Signal wires on met4:
Supply wires on this layer in grey. Cells faint in the background.
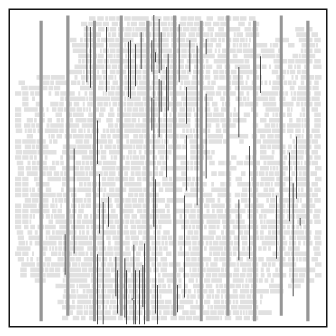
M1 wires:
Supply wires on this layer in grey.
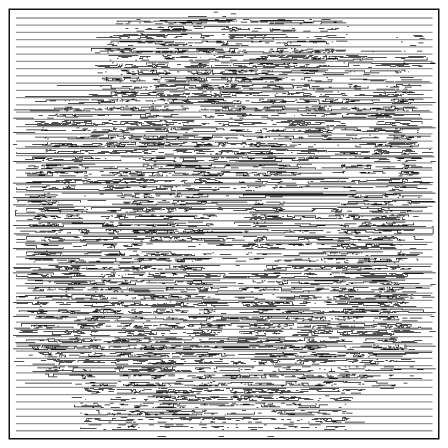
Met3 routing:
The bar under the picture is 50 um long. Cells faint in the background.
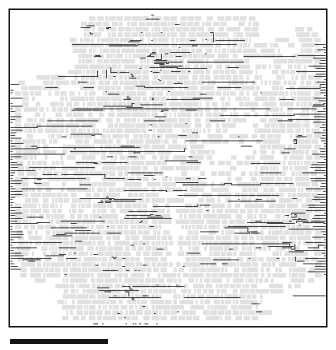
Metal 2:
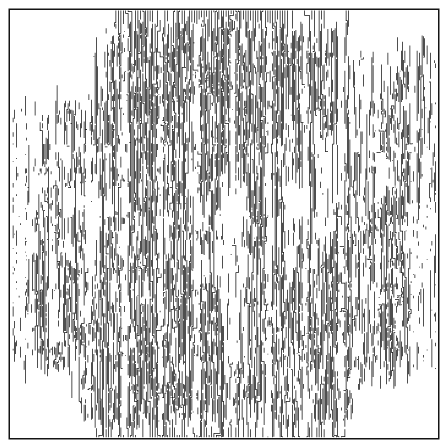
Clock wiring as the flow saved it:
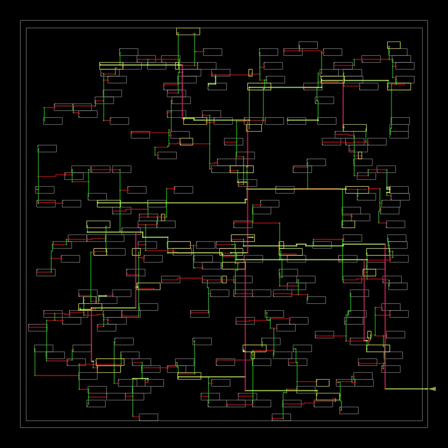
## config.mk

```make
export PLATFORM = sky130hd
export DESIGN_NAME = jesd204b_scrambler_mlane
export DESIGN_NICKNAME = d
export VERILOG_FILES = /design/src/rtl/jesd204b_scrambler_mlane.sv
export SDC_FILE = /design/constraint.sdc
export NUM_CORES = 1
export LEC_CHECK = 0
export CORE_MARGIN = 2
export CORE_UTILIZATION = 50
export DETAILED_ROUTE_END_ITERATION = 8
export MAX_ROUTING_LAYER = met4
export PLACE_DENSITY = 0.88
export SYNTH_ARGS = -nofsm -noshare
export SYNTH_HDL_FRONTEND = slang
export SYNTH_SLANG_ARGS = --single-unit
```

## constraint.sdc

```tcl
create_clock -name clk -period 2 [get_ports clk]
set_input_delay 0.3 -clock clk [delete_from_list [all_inputs] [get_ports clk]]
set_output_delay 0.3 -clock clk [all_outputs]
set_load 0.03 [all_outputs]
```

## src/rtl/jesd204b_scrambler_mlane.sv

```systemverilog
// Multi-lane JESD204B self-synchronous scrambler (1 + x^14 + x^15), one register stage.
// Define JESD204B_SCR_DESCRAMBLE_EN to honour the mode input (descramble feedback); otherwise it always scrambles.
module jesd204b_scrambler_mlane #(
    parameter int          LANES      = 4,
    parameter int          LANE_WIDTH = 32,
    parameter logic [14:0] SEED       = 15'h7F80
) (
    input  logic                        clk,
    input  logic                        reset,
    input  logic                        en,
    input  logic                        mode,
    input  logic                        seed_load,
    input  logic [14:0]                 seed_value,
    input  logic                        in_valid,
    output logic                        in_ready,
    input  logic [LANES*LANE_WIDTH-1:0] in_data,
    output logic                        out_valid,
    input  logic                        out_ready,
    output logic [LANES*LANE_WIDTH-1:0] out_data,
    output logic [15:0]                 beat_count
);

    localparam int W = LANES * LANE_WIDTH;

    logic         r_out_valid;
    logic [W-1:0] r_out_data;
    logic [15:0]  r_beat_count;
    logic         w_accept;
    logic [W-1:0] w_scr_data;

`ifdef JESD204B_SCR_DESCRAMBLE_EN
    logic w_descr;
    assign w_descr = mode;
`else
    logic w_unused_mode;
    assign w_unused_mode = mode;
`endif

    assign in_ready   = !r_out_valid || out_ready;
    assign w_accept   = in_valid && in_ready;
    assign out_valid  = r_out_valid;
    assign out_data   = r_out_data;
    assign beat_count = r_beat_count;

    genvar gi;
    generate
        for (gi = 0; gi < LANES; gi++) begin : g_lane
            logic [14:0]           r_state;
            logic [14:0]           w_start;
            logic [14:0]           w_lane_end;
            logic [LANE_WIDTH-1:0] w_lane_out;

            // A coincident seed_load restarts this beat from seed_value.
            assign w_start = seed_load ? seed_value : r_state;

            always_comb begin
                logic [14:0] v_s;
                logic        v_d;
                logic        v_y;
                v_s        = w_start;
                v_d        = 1'b0;
                v_y        = 1'b0;
                w_lane_out = '0;
                for (int j = LANE_WIDTH - 1; j >= 0; j--) begin
                    v_d           = in_data[gi*LANE_WIDTH + j];
                    v_y           = v_d ^ v_s[14] ^ v_s[13];
                    w_lane_out[j] = v_y;
`ifdef JESD204B_SCR_DESCRAMBLE_EN
                    v_s = {v_s[13:0], (w_descr ? v_d : v_y)};
`else
                    v_s = {v_s[13:0], v_y};
`endif
                end
                w_lane_end = v_s;
            end

            assign w_scr_data[gi*LANE_WIDTH +: LANE_WIDTH] = w_lane_out;

            always_ff @(posedge clk) begin
                if (reset) begin
                    r_state <= SEED;
                end else if (w_accept && en) begin
                    r_state <= w_lane_end;
                end else if (seed_load) begin
                    r_state <= seed_value;
                end
            end
        end
    endgenerate

    always_ff @(posedge clk) begin
        if (reset) begin
            r_out_valid  <= 1'b0;
            r_out_data   <= '0;
            r_beat_count <= '0;
        end else if (w_accept) begin
            r_out_valid  <= 1'b1;
            r_out_data   <= en ? w_scr_data : in_data;
            r_beat_count <= r_beat_count + 16'd1;
        end else if (out_ready) begin
            r_out_valid  <= 1'b0;
        end
    end

endmodule
```

==> flow_summary.rst <==
Synthesis and place-and-route
=============================

.. list-table::
   :header-rows: 1

   * - Metric
     - Value
   * - Crit path buf inv count
     - 3
   * - Unique cell types
     - between 40 and 50
   * - Reg2reg path depth
     - 8
   * - Overall Global Routing Usage
     - 0.323
   * - Yosys cell count
     - ~1400
   * - Multi-input gate area in the final layout
     - 8140 um2
   * - Hold path endpoint
     - out_data[98]
   * - Cell type with the largest total area after synthesis
     - sky130_fd_sc_hd__dfxtp_1
   * - Count of final setup violators
     - 3
   * - Top fanout value on the critical path
     - 4
   * - Multiplexer area fraction after synthesis
     - 0.0797
   * - Area used by sequential logic in the layout
     - roughly 4100 um2
   * - Signed area change from the synthesized netlist to the final layout
     - 46.0%
   * - Met2 wire len
     - 20.7 mm
   * - Mean Syn Cell Area
     - between 8 and 9 um2
   * - Count of buffers not belonging to the clock network in the layout
     - 466
   * - Warning total across the stage logs
     - 30
   * - Number of cells produced by synthesis
     - 1409
   * - Number of warnings issued by yosys
     - 0
   * - Number of antenna violations at the first check in global routing
     - 5
   * - Max Cap Violations
     - 0
   * - Worst setup slack after layout
     - -37.3 ps
   * - Count of library flops with an enable pin
     - 0
   * - Max-slew violation total from the final report
     - 0
   * - Post-layout minimum cycle time
     - between 2000 and 2500 ps
   * - Data arrival, critical path
     - between 2000 and 2500 ps
   * - Reg-to-reg slack, setup
     - 50 ps
   * - Wire length of the first global-routing pass
     - around 65 mm
   * - Top library cells by usage in the layout, fill and taps aside
     - sky130_fd_sc_hd__clkdlybuf4s50_1, sky130_fd_sc_hd__dfxtp_1, sky130_fd_sc_hd__xnor2_1
   * - Core outline area
     - approximately 24000 um2
   * - Clock distribution area overhead in the final layout
     - 0.0437
   * - Power Density
     - approximately 900 nW/um2
   * - Ports
     - 296
   * - Fraction of area in registers
     - 0.229
   * - Routability congestion estimate from global placement
     - between 0.9 and 1
   * - GRT Residual Overflow
     - 0
   * - Startpoint of the worst-slack reg-to-reg timing path
     - g_lane[1].r_state[1]
   * - Post-synthesis net count
     - about 1600
   * - Cell area reported after detailed placement
     - about 17000 um2
   * - Setup Fix Bufs, Post-CTS
     - 1
   * - Busiest metal layer after global routing
     - met2
   * - Root cell of the clock tree
     - sky130_fd_sc_hd__clkbuf_16
   * - Normalized max-slew margin
     - 0.463
   * - CP peak stage delay
     - ~560 ps
   * - Worst Setup EP
     - g_lane[2].r_state[12]
   * - Final Hold Viols
     - 0
   * - Count of inserted antenna diode cells
     - 5
   * - Worst Setup End Kind
     - flop
   * - Result of the run
     - finished with violations
   * - Leakage power
     - 7.04 nW
   * - Logic depth of the worst path, buffers included
     - 9
   * - Via count of the first global-routing pass
     - ~12000
   * - Fmax
     - 0.491 GHz
   * - Highest-count logic cell in the final layout
     - sky130_fd_sc_hd__clkdlybuf4s50_1
   * - Final Net Count
     - 1950
   * - Yosys top cell area share
     - 0.334
   * - Die extent in x
     - 161 um
   * - Synth async-reset ratio
     - 0
   * - Maximum number of pins on one net before global-route repair
     - ~140
   * - Number of design-rule violations left by the first detailed-router iteration
     - around 1200
   * - Failing checks
     - negative setup slack
   * - Residual DRC
     - 0
   * - Clock tree from TritonCTS
     - built
   * - DP Wirelength
     - between 30 and 40 mm
   * - Highest metal layer used by the detailed router
     - met4
   * - Post-synth seq share
     - 0.334
   * - Required @ worst endpoint
     - 2400 ps
   * - Maximum buffer depth of the clock tree
     - 3
Notes on 'signal wires on met4' above:
longest straight run	80.9 um
main direction	vertical
wire length on this layer	1670 um
share of all routed wire	3.9%

Notes on 'M1 wires' above:
wire length on this layer	18100 um
share of all routed wire	42%
main direction	horizontal
nets with wire on the layer	1783
met1 track utilization from global routing: 0.405
DR vias: 12384
Total Wirelength: 43.5 mm

Notes on 'met3 routing' above:
main direction	horizontal
share of all routed wire	7.0%
GR met3 Demand/Resource: 0.0429

Notes on 'metal 2' above:
main direction	vertical
nets with wire on the layer	1722
longest straight run	58.8 um
wire length on this layer	20.7 mm
share of all routed wire	48%

Notes on 'clock wiring as the flow saved it' above:
number of sequential cells in the layout: 205
CTS sink cnt: 205
tally of clock buffers in the finished layout: 37
insertion delay to the later sink of the worst-skew pair: 530 ps

synth_stat cells (3+ instances only):
cell type / count
sky130_fd_sc_hd__nand3b_1: 11
sky130_fd_sc_hd__a31oi_1: 53
sky130_fd_sc_hd__mux2_2: 28
sky130_fd_sc_hd__nand2_1: 43
sky130_fd_sc_hd__and4_1: 3
sky130_fd_sc_hd__o21ai_0: 145
sky130_fd_sc_hd__dfxtp_1: 205
sky130_fd_sc_hd__a21o_1: 4
sky130_fd_sc_hd__buf_1: 8
sky130_fd_sc_hd__a311oi_1: 8
sky130_fd_sc_hd__buf_12: 5
sky130_fd_sc_hd__xor2_1: 81
sky130_fd_sc_hd__xnor2_1: 214
sky130_fd_sc_hd__nand3_1: 8
sky130_fd_sc_hd__or3_1: 42
sky130_fd_sc_hd__nor3_1: 6
sky130_fd_sc_hd__nand2b_1: 27
sky130_fd_sc_hd__xnor3_1: 11
sky130_fd_sc_hd__a221oi_1: 15
sky130_fd_sc_hd__a21oi_1: 108
sky130_fd_sc_hd__a21bo_2: 11
sky130_fd_sc_hd__inv_1: 7
sky130_fd_sc_hd__nand4_1: 6
sky130_fd_sc_hd__nor2_1: 131
sky130_fd_sc_hd__clkbuf_1: 85
sky130_fd_sc_hd__o22ai_1: 3
sky130_fd_sc_hd__a211oi_1: 56
sky130_fd_sc_hd__mux2i_1: 59
sky130_fd_sc_hd__and3_1: 8
flip-flops by register name (all words and copies together) (netlist names):
| name | count |
|---|---|
| beat_count | 16 |
| out_valid | 1 |
| g_lane.r_state | 60 |
| out_data | 128 |
report_power, final:
part / internal (mW) / leakage [nW] / switching, mW
sequential: 4.50 / 1.70 / 0.335
combinational: 3.30 / 4.96 / 3.61
clock: 2.60 / 0.387 / 1.77
No activity file was given, so power comes from the tool's default toggle rates.
